**src/rtl/change_mon_pkg.sv**
```systemverilog
// Shared constants and helpers for change_event_monitor: counter width,
// round-robin pick among pending channels and a saturating add.
package change_mon_pkg;

  localparam int CNT_W  = 16;
  localparam int MAX_CH = 64;  // widest request vector rr_pick accepts

  // Returns the first set request at or after start (wrapping over n), or -1.
  function automatic int rr_pick(input logic [MAX_CH-1:0] req, input int n, input int start);
    int pick;
    int idx;
    pick = -1;
    for (int k = MAX_CH - 1; k >= 0; k--) begin
      if (k < n) begin
        idx = start + k;
        if (idx >= n) idx = idx - n;
        if (req[idx]) pick = idx;
      end
    end
    return pick;
  endfunction

  function automatic logic [CNT_W-1:0] sat_inc(input logic [CNT_W-1:0] cnt,
                                               input logic [CNT_W-1:0] inc);
    logic [CNT_W:0] sum;
    sum = {1'b0, cnt} + {1'b0, inc};
    return sum[CNT_W] ? {CNT_W{1'b1}} : sum[CNT_W-1:0];
  endfunction

endpackage

```
**src/rtl/evt_fifo.sv**
```systemverilog
// First-word-fall-through FIFO holding change records; async active-high reset
// clears pointers and count, storage is left uninitialised.
module evt_fifo #(
  parameter int  DW    = 8,
  parameter int  DEPTH = 8,
  localparam int AW    = $clog2(DEPTH)
) (
  input  logic          clk,
  input  logic          rst,
  input  logic          push,
  input  logic [DW-1:0] push_data,
  input  logic          pop,
  output logic [DW-1:0] pop_data,
  output logic          full,
  output logic          empty,
  output logic [AW:0]   count
);

  logic [DW-1:0] mem [DEPTH];
  logic [AW-1:0] wr_ptr_reg, rd_ptr_reg;
  logic [AW:0]   cnt_reg;
  logic          do_push, do_pop;

  assign full     = (cnt_reg == (AW + 1)'(DEPTH));
  assign empty    = (cnt_reg == '0);
  assign count    = cnt_reg;
  assign pop_data = mem[rd_ptr_reg];
  assign do_pop   = pop & ~empty;
  // A full FIFO still accepts a push when the head leaves on the same edge.
  assign do_push  = push & (~full | do_pop);

  always_ff @(posedge clk) begin
    if (do_push) mem[wr_ptr_reg] <= push_data;
  end

  always_ff @(posedge clk or posedge rst) begin
    if (rst) begin
      wr_ptr_reg <= '0;
      rd_ptr_reg <= '0;
      cnt_reg    <= '0;
    end else begin
      if (do_push) wr_ptr_reg <= wr_ptr_reg + AW'(1);
      if (do_pop)  rd_ptr_reg <= rd_ptr_reg + AW'(1);
      case ({do_push, do_pop})
        2'b10:   cnt_reg <= cnt_reg + (AW + 1)'(1);
        2'b01:   cnt_reg <= cnt_reg - (AW + 1)'(1);
        default: cnt_reg <= cnt_reg;
      endcase
    end
  end

endmodule

```
**src/rtl/change_event_monitor.sv**
```systemverilog
// Multi-channel value-change monitor: net changes become coalesced {ch, old, new}
// records dispatched round-robin into a FWFT FIFO. Option: CHG_MON_TIMESTAMP_EN.
module change_event_monitor
  import change_mon_pkg::*;
#(
  parameter int  NCH   = 4,
  parameter int  W     = 8,
  parameter int  DEPTH = 8,
  parameter int  TS_W  = 16,
  localparam int CH_W  = (NCH > 1) ? $clog2(NCH) : 1,
  localparam int FC_W  = $clog2(DEPTH) + 1
) (
  input  logic             clk,
  input  logic             rst,
  input  logic             en_i,
  input  logic [NCH*W-1:0] sig_i,
  output logic             evt_valid_o,
  input  logic             evt_ready_i,
  output logic [CH_W-1:0]  evt_ch_o,
  output logic [W-1:0]     evt_old_o,
  output logic [W-1:0]     evt_new_o,
`ifdef CHG_MON_TIMESTAMP_EN
  output logic [TS_W-1:0]  evt_ts_o,
`endif
  output logic [NCH-1:0]   pending_o,
  output logic [CNT_W-1:0] coal_cnt_o,
  output logic [FC_W-1:0]  fifo_cnt_o
);

`ifdef CHG_MON_TIMESTAMP_EN
  localparam bit TS_EN = 1'b1;
`else
  localparam bit TS_EN = 1'b0;
`endif
  localparam int DW = CH_W + 2 * W + (TS_EN ? TS_W : 0);

  typedef struct packed {
    logic [CH_W-1:0] ch;
    logic [W-1:0]    old_v;
    logic [W-1:0]    new_v;
`ifdef CHG_MON_TIMESTAMP_EN
    logic [TS_W-1:0] ts;
`endif
  } rec_t;

  logic [W-1:0]      prev_reg     [NCH];
  logic [W-1:0]      pend_old_reg [NCH];
  logic [W-1:0]      pend_new_reg [NCH];
  logic [W-1:0]      cur          [NCH];
  logic [NCH-1:0]    pending_reg;
  logic [CNT_W-1:0]  coal_cnt_reg, coal_inc;
  logic              primed_reg;
  logic [CH_W-1:0]   rr_ptr_reg, grant_idx;
  logic              grant_valid;
  logic [MAX_CH-1:0] req_ext;
  int                pick_int;
  logic [NCH-1:0]    chg, dispatched, coal_hit;
  logic              fifo_full, fifo_empty, push, pop;
  rec_t              push_rec, head_rec;
`ifdef CHG_MON_TIMESTAMP_EN
  logic [TS_W-1:0]   ts_cnt_reg;
  logic [TS_W-1:0]   pend_ts_reg [NCH];
`endif

  for (genvar gi = 0; gi < NCH; gi++) begin : g_ch
    assign cur[gi]        = sig_i[gi*W +: W];
    assign chg[gi]        = primed_reg & en_i & (cur[gi] != prev_reg[gi]);
    assign dispatched[gi] = push & (grant_idx == CH_W'(gi));
    // A change on the dispatch edge opens a fresh record instead of coalescing.
    assign coal_hit[gi]   = chg[gi] & pending_reg[gi] & ~dispatched[gi];
  end

  always_comb begin
    req_ext            = '0;
    req_ext[NCH-1:0]   = pending_reg;
    pick_int           = rr_pick(req_ext, NCH, int'(rr_ptr_reg));
    grant_valid        = (pick_int >= 0);
    grant_idx          = pick_int[CH_W-1:0];
  end

  assign evt_valid_o = ~fifo_empty;
  assign pop         = evt_valid_o & evt_ready_i;
  assign push        = grant_valid & (~fifo_full | pop);

  always_comb begin
    push_rec       = '0;
    push_rec.ch    = grant_idx;
    push_rec.old_v = pend_old_reg[grant_idx];
    push_rec.new_v = pend_new_reg[grant_idx];
`ifdef CHG_MON_TIMESTAMP_EN
    push_rec.ts    = pend_ts_reg[grant_idx];
`endif
  end

  always_comb begin
    coal_inc = '0;
    for (int c = 0; c < NCH; c++) begin
      coal_inc = coal_inc + {{(CNT_W-1){1'b0}}, coal_hit[c]};
    end
  end

  always_ff @(posedge clk or posedge rst) begin
    if (rst) begin
      primed_reg   <= 1'b0;
      pending_reg  <= '0;
      coal_cnt_reg <= '0;
      rr_ptr_reg   <= '0;
      for (int c = 0; c < NCH; c++) begin
        prev_reg[c]     <= '0;
        pend_old_reg[c] <= '0;
        pend_new_reg[c] <= '0;
      end
    end else begin
      primed_reg   <= 1'b1;
      coal_cnt_reg <= sat_inc(coal_cnt_reg, coal_inc);
      if (push) rr_ptr_reg <= (grant_idx == CH_W'(NCH - 1)) ? '0 : grant_idx + CH_W'(1);
      for (int c = 0; c < NCH; c++) begin
        prev_reg[c] <= cur[c];
        if (chg[c]) begin
          if (!pending_reg[c] || dispatched[c]) begin
            pending_reg[c]  <= 1'b1;
            pend_old_reg[c] <= prev_reg[c];
            pend_new_reg[c] <= cur[c];
          end else if (cur[c] != pend_old_reg[c]) begin
            pend_new_reg[c] <= cur[c];
          end else begin
            pending_reg[c]  <= 1'b0;
          end
        end else if (dispatched[c]) begin
          pending_reg[c] <= 1'b0;
        end
      end
    end
  end

`ifdef CHG_MON_TIMESTAMP_EN
  // Stamp is taken when a record opens and survives later coalescing.
  always_ff @(posedge clk or posedge rst) begin
    if (rst) begin
      ts_cnt_reg <= '0;
      for (int c = 0; c < NCH; c++) pend_ts_reg[c] <= '0;
    end else begin
      ts_cnt_reg <= ts_cnt_reg + TS_W'(1);
      for (int c = 0; c < NCH; c++) begin
        if (chg[c] && (!pending_reg[c] || dispatched[c])) pend_ts_reg[c] <= ts_cnt_reg;
      end
    end
  end

  assign evt_ts_o = evt_valid_o ? head_rec.ts : '0;
`endif

  evt_fifo #(
    .DW    (DW),
    .DEPTH (DEPTH)
  ) u_fifo (
    .clk       (clk),
    .rst       (rst),
    .push      (push),
    .push_data (push_rec),
    .pop       (pop),
    .pop_data  (head_rec),
    .full      (fifo_full),
    .empty     (fifo_empty),
    .count     (fifo_cnt_o)
  );

  assign evt_ch_o   = evt_valid_o ? head_rec.ch    : '0;
  assign evt_old_o  = evt_valid_o ? head_rec.old_v : '0;
  assign evt_new_o  = evt_valid_o ? head_rec.new_v : '0;
  assign pending_o  = pending_reg;
  assign coal_cnt_o = coal_cnt_reg;

endmodule

```
**config.mk**
```make
export PLATFORM = sky130hd
export DESIGN_NAME = change_event_monitor
export DESIGN_NICKNAME = d
export VERILOG_FILES = /design/src/rtl/change_mon_pkg.sv /design/src/rtl/evt_fifo.sv /design/src/rtl/change_event_monitor.sv
export SDC_FILE = /design/constraint.sdc
export NUM_CORES = 1
export LEC_CHECK = 0
export ABC_CLOCK_PERIOD_IN_PS = 7850
export CAP_MARGIN = 20
export CORE_ASPECT_RATIO = 1.4
export CORE_UTILIZATION = 55
export DETAILED_ROUTE_END_ITERATION = 8
export PLACE_DENSITY = 0.85
export SLEW_MARGIN = 20
export SYNTH_ARGS = -nofsm -noshare
export SYNTH_HDL_FRONTEND = slang
export SYNTH_HIERARCHICAL = 1
export SYNTH_SLANG_ARGS = --single-unit
```
**constraint.sdc**
```tcl
create_clock -name clk -period 7.85 [get_ports clk]
set_input_delay 0.785 -clock clk [delete_from_list [all_inputs] [get_ports clk]]
set_output_delay 0.785 -clock clk [all_outputs]
set_load 0.03 [all_outputs]
```
==> run_1/layer_met1.png <==
Supply wires on this layer in grey.
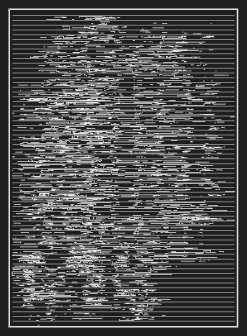
nets with wire on the layer: 850
main direction: horizontal
Via Count: 6727
DRT Wirelength: 24690 um
Global Route met1 Usage: 0.2804

==> run_1/layer_met2.png <==
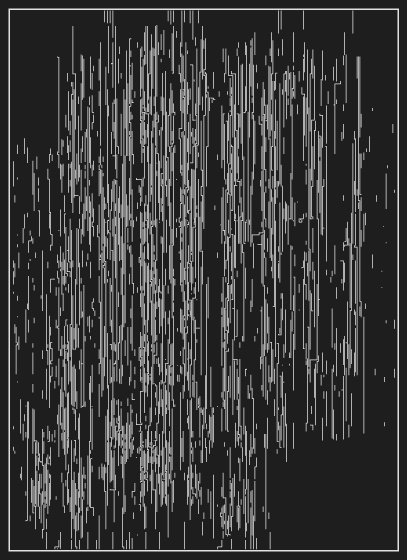
share of all routed wire: 53%
wire length on this layer: 13200 um

==> run_results.csv, run 1 <==
group,metric,value,unit
critical_path,endpoint_kind,"flip-flop",
timing,period_minus_slack,5.376,ns
yosys,yosysTopAreaCell,"edfxtp_1",
final_layout,drive_above_1_share,0.1859,
critical_path,cp_top_family,"adder cells",
clock_tree,cts.clk_slew.worst_paths,0.06,ns
yosys,ys_seq_frac,0.6068,
outcome,outcome,"completed",
floorplan,core,22020,um2
placed_design,place.gp.congestion,0.8565,
routing,antenna_left,0,
clock_tree,clock_path_buffers,3,
routing,viasPerCell,5.653,
clock_tree,clock_sinks,273,
routing,dr_wl_met2,13170,um
yosys,ys_warn_count,6,
final_layout,regMostFlops,"u_fifo/mem",
grt,use_met2,0.3897,
yosys,ys_cells,781,
clock_tree,clk_latency,0.53,ns
clock_tree,cts_max_level,1,
floorplan,row_count,64,
timing,relSlewSlack,0.2745,
final_layout,final_nets,927,
timing,worst_pin_slew,1.088,ns
clock_tree,numCtsBuffers,26,
critical_path,start_kind,"flip-flop",
yosys,synthTopCellsByCount,"edfxtp_1, dfrtp_1, mux2_2",
grt,antenna_found_initial,0,
timing,tns,0,ns
placed_design,placed_cell_area,13520,um2
critical_path,r2r_setup_slack,2.47,ns
clock_tree,post_cts_resized,0,
hold_path,whs_path_depth,1,
yosys,synthAoiAreaFrac,0.03177,
timing,final-setup-viol-count,0,
yosys,top_area_frac,0.3474,
yosys,ys_sh_xor,0.05489,
routing,m1WireLength,9878,um
yosys,synth-simple-area-share,0.05669,
grt,overflow,0,
yosys,syn_avg_cell_area,15.94,um2
routing,dr.pass1.iters,5,
yosys,syn-cell-area,12450,um2
run,maxCapViolCount,0,
routing,wl_met3,843,um
timing,hold_viol,0,
run,warning_count,33,
clock_tree,cts-root-buf,"clkbuf_16",
clock_tree,postCtsHoldBufs,0,
hold_path,hp-start,"pend_new_reg[19]",
placed_design,place_hpwl,16290,um
floorplan,die_x,129.1,um
placed_design,placed_cells,1142,
timing,finalClockSkew,0.01501,ns
floorplan,die_area,23240,um2
floorplan,io_pins,79,
hold_path,holdPathEnd,"pend_new_reg[19]",
critical_path,rr_startpoint,"rr_ptr_reg[0]",
yosys,synth_cell_type_count,52,
hold_path,hold_class,"reg -> reg",
critical_path,required,8.22,ns
critical_path,path_common_cell,"inv_1",
yosys,synthTopCellsByArea,"edfxtp_1, dfrtp_1, mux4_1",
yosys,synth_cells,781,
clock_tree,post_cts_buffers,0,
critical_path,worst-path-max-fanout,44,
critical_path,crit_cells,20,
timing,max_freq,186.0,MHz
yosys,synth_nets,835,
final_layout,fillCellCount,1501,
grt,met3_usage,0.01994,
yosys,logic_family,"multiplexers",
yosys,ys_seq_elements,273,
grt,grt_pass1_vias,7089,
==> run_1/layer_met3.png <==
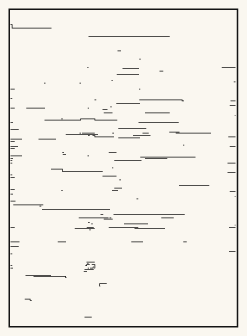
wire length on this layer: 843 um
main direction: horizontal
longest straight run: 46.0 um

==> run 1: cell type report <==
| class | instances | area [um2] | share of cell area |
|---|---|---|---|
| timing repair buffer | 91 | 882.1 | 0.06103 |
| inverter | 20 | 77.57 | 0.005368 |
| clock inverter | 17 | 235.2 | 0.01628 |
| sequential | 273 | 7553 | 0.5226 |
| clock buffer | 31 | 690.7 | 0.04779 |
| multi-input combinational | 461 | 4642 | 0.3212 |
| tap | 297 | 371.6 | 0.02571 |
==> run 1: stage by stage <==
stage	hold WS, ns	worst slack [ns]
final	0.5112	2.474
after CTS	0.5119	2.474
after detailed placement	0.4929	2.503
after global placement	0.4933	2.682
after floorplan	0.4812	2.993
after global routing	0.5343	2.145
==> run 1 -> run 2 <==
--- a/config.mk
+++ b/config.mk
@@ -5,7 +5,7 @@
 export SDC_FILE = /design/constraint.sdc
 export NUM_CORES = 1
 export LEC_CHECK = 0
-export ABC_CLOCK_PERIOD_IN_PS = 7850
+export ABC_CLOCK_PERIOD_IN_PS = 5180
 export CAP_MARGIN = 20
 export CORE_ASPECT_RATIO = 1.4
 export CORE_UTILIZATION = 55
==> constraint.sdc (replaced) <==
create_clock -name clk -period 5.18 [get_ports clk]
set_input_delay 0.518 -clock clk [delete_from_list [all_inputs] [get_ports clk]]
set_output_delay 0.518 -clock clk [all_outputs]
set_load 0.03 [all_outputs]
==> run_2/clocks.png <==
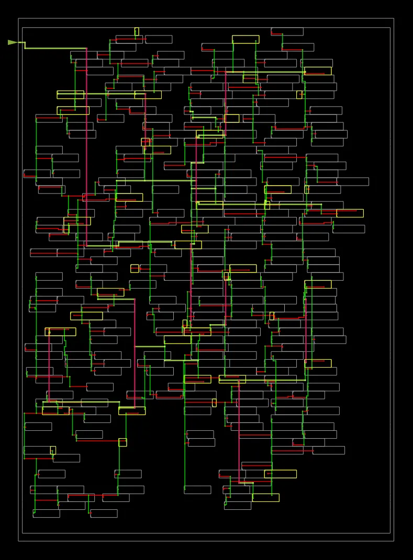
Num CTS Buffers: 24

==> run 2 against run 1 <==
Effect of this change: final area decreased by 0.71%; register-to-register slack got worse by 2.1 ns; area after synthesis unchanged; utilization decreased by 0.47 points; via count about the same; wire length increased by 0.75%; first-iteration DRC count decreased by 4.0%; sequential share of layout area increased by 0.39 points; hold slack got worse by 0.14 ns; critical path type unchanged.
==> run_results.csv, run 2 <==
group,metric,value,unit
outcome,outcome,"completed",
timing,final-setup-viol-count,0,
yosys,top_area_frac,0.3474,
yosys,synth_nets,835,
timing,hold_ws,0.3687,ns
timing,worst_pin_slew,1.032,ns
critical_path,worst-path-max-fanout,11,
clock_tree,cts-root-buf,"clkbuf_16",
yosys,ys_warn_count,6,
critical_path,start_kind,"flip-flop",
run,maxCapViolCount,0,
final_layout,drive_above_1_share,0.1843,
clock_tree,clock_sinks,273,
yosys,ys_seq_frac,0.6068,
clock_tree,postCtsHoldBufs,0,
critical_path,crit_cells,18,
routing,dr.pass1.iters,4,
yosys,synth_cells,781,
grt,antenna_found_initial,0,
floorplan,io_pins,79,
hold_path,hold_class,"in -> async",
yosys,synthTopCellsByCount,"edfxtp_1, dfrtp_1, mux2_2",
placed_design,placed_cell_area,13530,um2
yosys,synthTopCellsByArea,"edfxtp_1, dfrtp_1, mux4_1",
timing,hold_viol,0,
floorplan,die_area,23240,um2
routing,m1WireLength,10010,um
final_layout,fillCellCount,1546,
routing,dr_wl_met2,13520,um
critical_path,required,5.58,ns
grt,met3_usage,0.01905,
critical_path,endpoint_kind,"flip-flop",
grt,grt_pass1_vias,7184,
critical_path,r2r_setup_slack,0.37,ns
critical_path,cp_top_family,"adder cells",
clock_tree,cts.clk_slew.worst_paths,0.07,ns
timing,setup_slack,0.3660,ns
timing,relSlewSlack,0.3122,
yosys,synth_cell_type_count,52,
placed_design,place_hpwl,16820,um
grt,overflow,0,
routing,wl_met3,727,um
timing,tns,0,ns
timing,period_minus_slack,4.814,ns
yosys,yosysTopAreaCell,"edfxtp_1",
placed_design,dp_slack,0.3956,ns
floorplan,die_x,129.1,um
timing,finalClockSkew,0.008066,ns
final_layout,final_nets,926,
critical_path,rr_startpoint,"rr_ptr_reg[0]",
clock_tree,clock_path_buffers,3,
clock_tree,post_cts_buffers,0,
final_layout,comb_area,4647,um2
clock_tree,clk_latency,0.51,ns
floorplan,core,22020,um2
routing,antenna_left,0,
run,warning_count,33,
clock_tree,cts_max_level,1,
yosys,ys_cells,781,
floorplan,row_count,64,
yosys,ys_seq_elements,273,
clock_tree,post_cts_resized,0,
grt,grt_util_met1,0.2806,
==> run_2/layer_met2.png <==
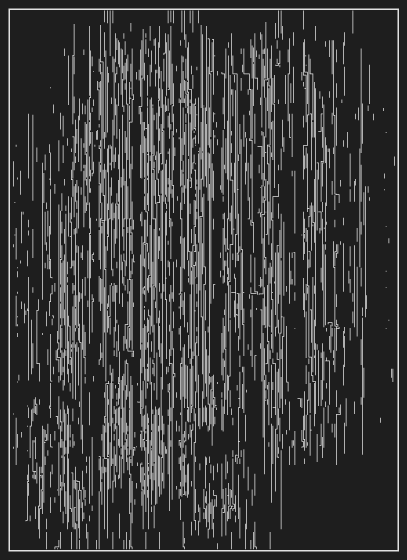
longest straight run: 79.2 um
share of all routed wire: 54%
main direction: vertical
nets with wire on the layer: 824
wire length on this layer: 13500 um
Via Count: 6724
met2 usage: 0.4088
DRT Wirelength: 24870 um

-- run 2: cell counts after synthesis --
Identical to the previous run, type by type.
-- run 2: cells by family (layout without fill, tap and decap cells) --
family,after synthesis,in the layout,share of synthesized area
AND-OR/OR-AND,54,54,0.03176
adder cells (fa/ha/maj),18,18,0.02051
AND/OR/NAND/NOR,134,134,0.05670
flip-flops,273,273,0.6068
multiplexers,176,176,0.2063
buffers and inverters,47,156,0.02282
other,1,1,0.0003013
XOR/XNOR,78,78,0.05488
-- run 2: cell type report --
cell class,instances,share of cell area
Multi-Input combinational cell,461,0.3238
Clock inverter,13,0.01003
Timing Repair Buffer,92,0.06173
Sequential cell,273,0.5266
Clock buffer,31,0.04656
Tap cell,297,0.02590
Inverter,20,0.005406
==> run 2 -> run 3 <==
--- a/config.mk
+++ b/config.mk
@@ -8,6 +8,7 @@
 export ABC_CLOCK_PERIOD_IN_PS = 5180
 export CAP_MARGIN = 20
 export CORE_ASPECT_RATIO = 1.4
+export CORE_MARGIN = 5
 export CORE_UTILIZATION = 55
 export DETAILED_ROUTE_END_ITERATION = 8
 export PLACE_DENSITY = 0.85
==> run 3 against run 2 <==
Effect of this change: register-to-register slack improved by 0.06 ns; non-clock buffer count up 2; hold slack better by 0.0011 ns; area after synthesis stayed put; count of clock-buffer cells in the layout is 2 higher; sequential cell count unchanged; global-route usage down 2.4 points; critical endpoint unchanged.
==> run_results.csv, run 3 <==
group,metric,value,unit
placed_design,place_hpwl,17190,um
yosys,ys_warn_count,6,
critical_path,worst-path-max-fanout,11,
routing,m1WireLength,9829,um
hold_path,hold_class,"in -> async",
clock_tree,post_cts_buffers,0,
grt,antenna_found_initial,0,
grt,overflow,0,
grt,grt_pass1_vias,7200,
yosys,ys_sh_adder,0.02051,
yosys,synthAoiAreaFrac,0.03177,
timing,worst_pin_slew,1.093,ns
floorplan,row_count,65,
clock_tree,clock_path_buffers,3,
timing,period_minus_slack,4.754,ns
yosys,synth_cells,781,
routing,antenna_left,0,
yosys,synth_nets,835,
clock_tree,postCtsHoldBufs,0,
clock_tree,post_cts_resized,0,
outcome,outcome,"completed",
timing,tns,0,ns
timing,relSlewSlack,0.2716,
yosys,yosysTopAreaCell,"edfxtp_1",
placed_design,place.gp.congestion,0.8825,
timing,finalClockSkew,0.01900,ns
critical_path,required,5.58,ns
final_layout,drive_above_1_share,0.1848,
yosys,synthTopCellsByCount,"edfxtp_1, dfrtp_1, mux2_2",
yosys,synth_cell_type_count,52,
critical_path,start_kind,"flip-flop",
timing,hold_viol,0,
placed_design,placed_cells,1149,
==> run 3: final cells by class <==
class,instances,area (um2)
Tap cell,301,376.6
Clock buffer,33,665.6
Sequential cell,273,7553
Clock inverter,12,141.4
Timing Repair Buffer,94,900.9
Fill cell,1614,8089
Multi-Input combinational cell,461,4642
Inverter,20,77.57
==> run_3/layer_met4.png <==
Bar = 50 um. Supply wires on this layer in grey.
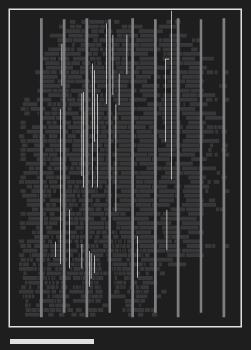
longest straight run: 100 um
nets with wire on the layer: 18
main direction: vertical
share of all routed wire: 3.5%
wire length on this layer: 883 um

==> run_3/layer_met1.png <==
Supply wires on this layer in grey.
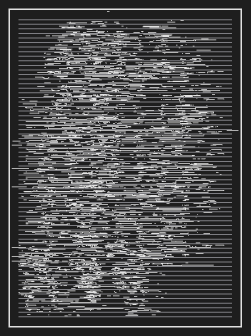
wire length on this layer: 9830 um
nets with wire on the layer: 849
share of all routed wire: 39%
longest straight run: 48.3 um
main direction: horizontal
Via Count: 6771
Global Route met1 Usage: 0.2473
DRT Wirelength: 25160 um

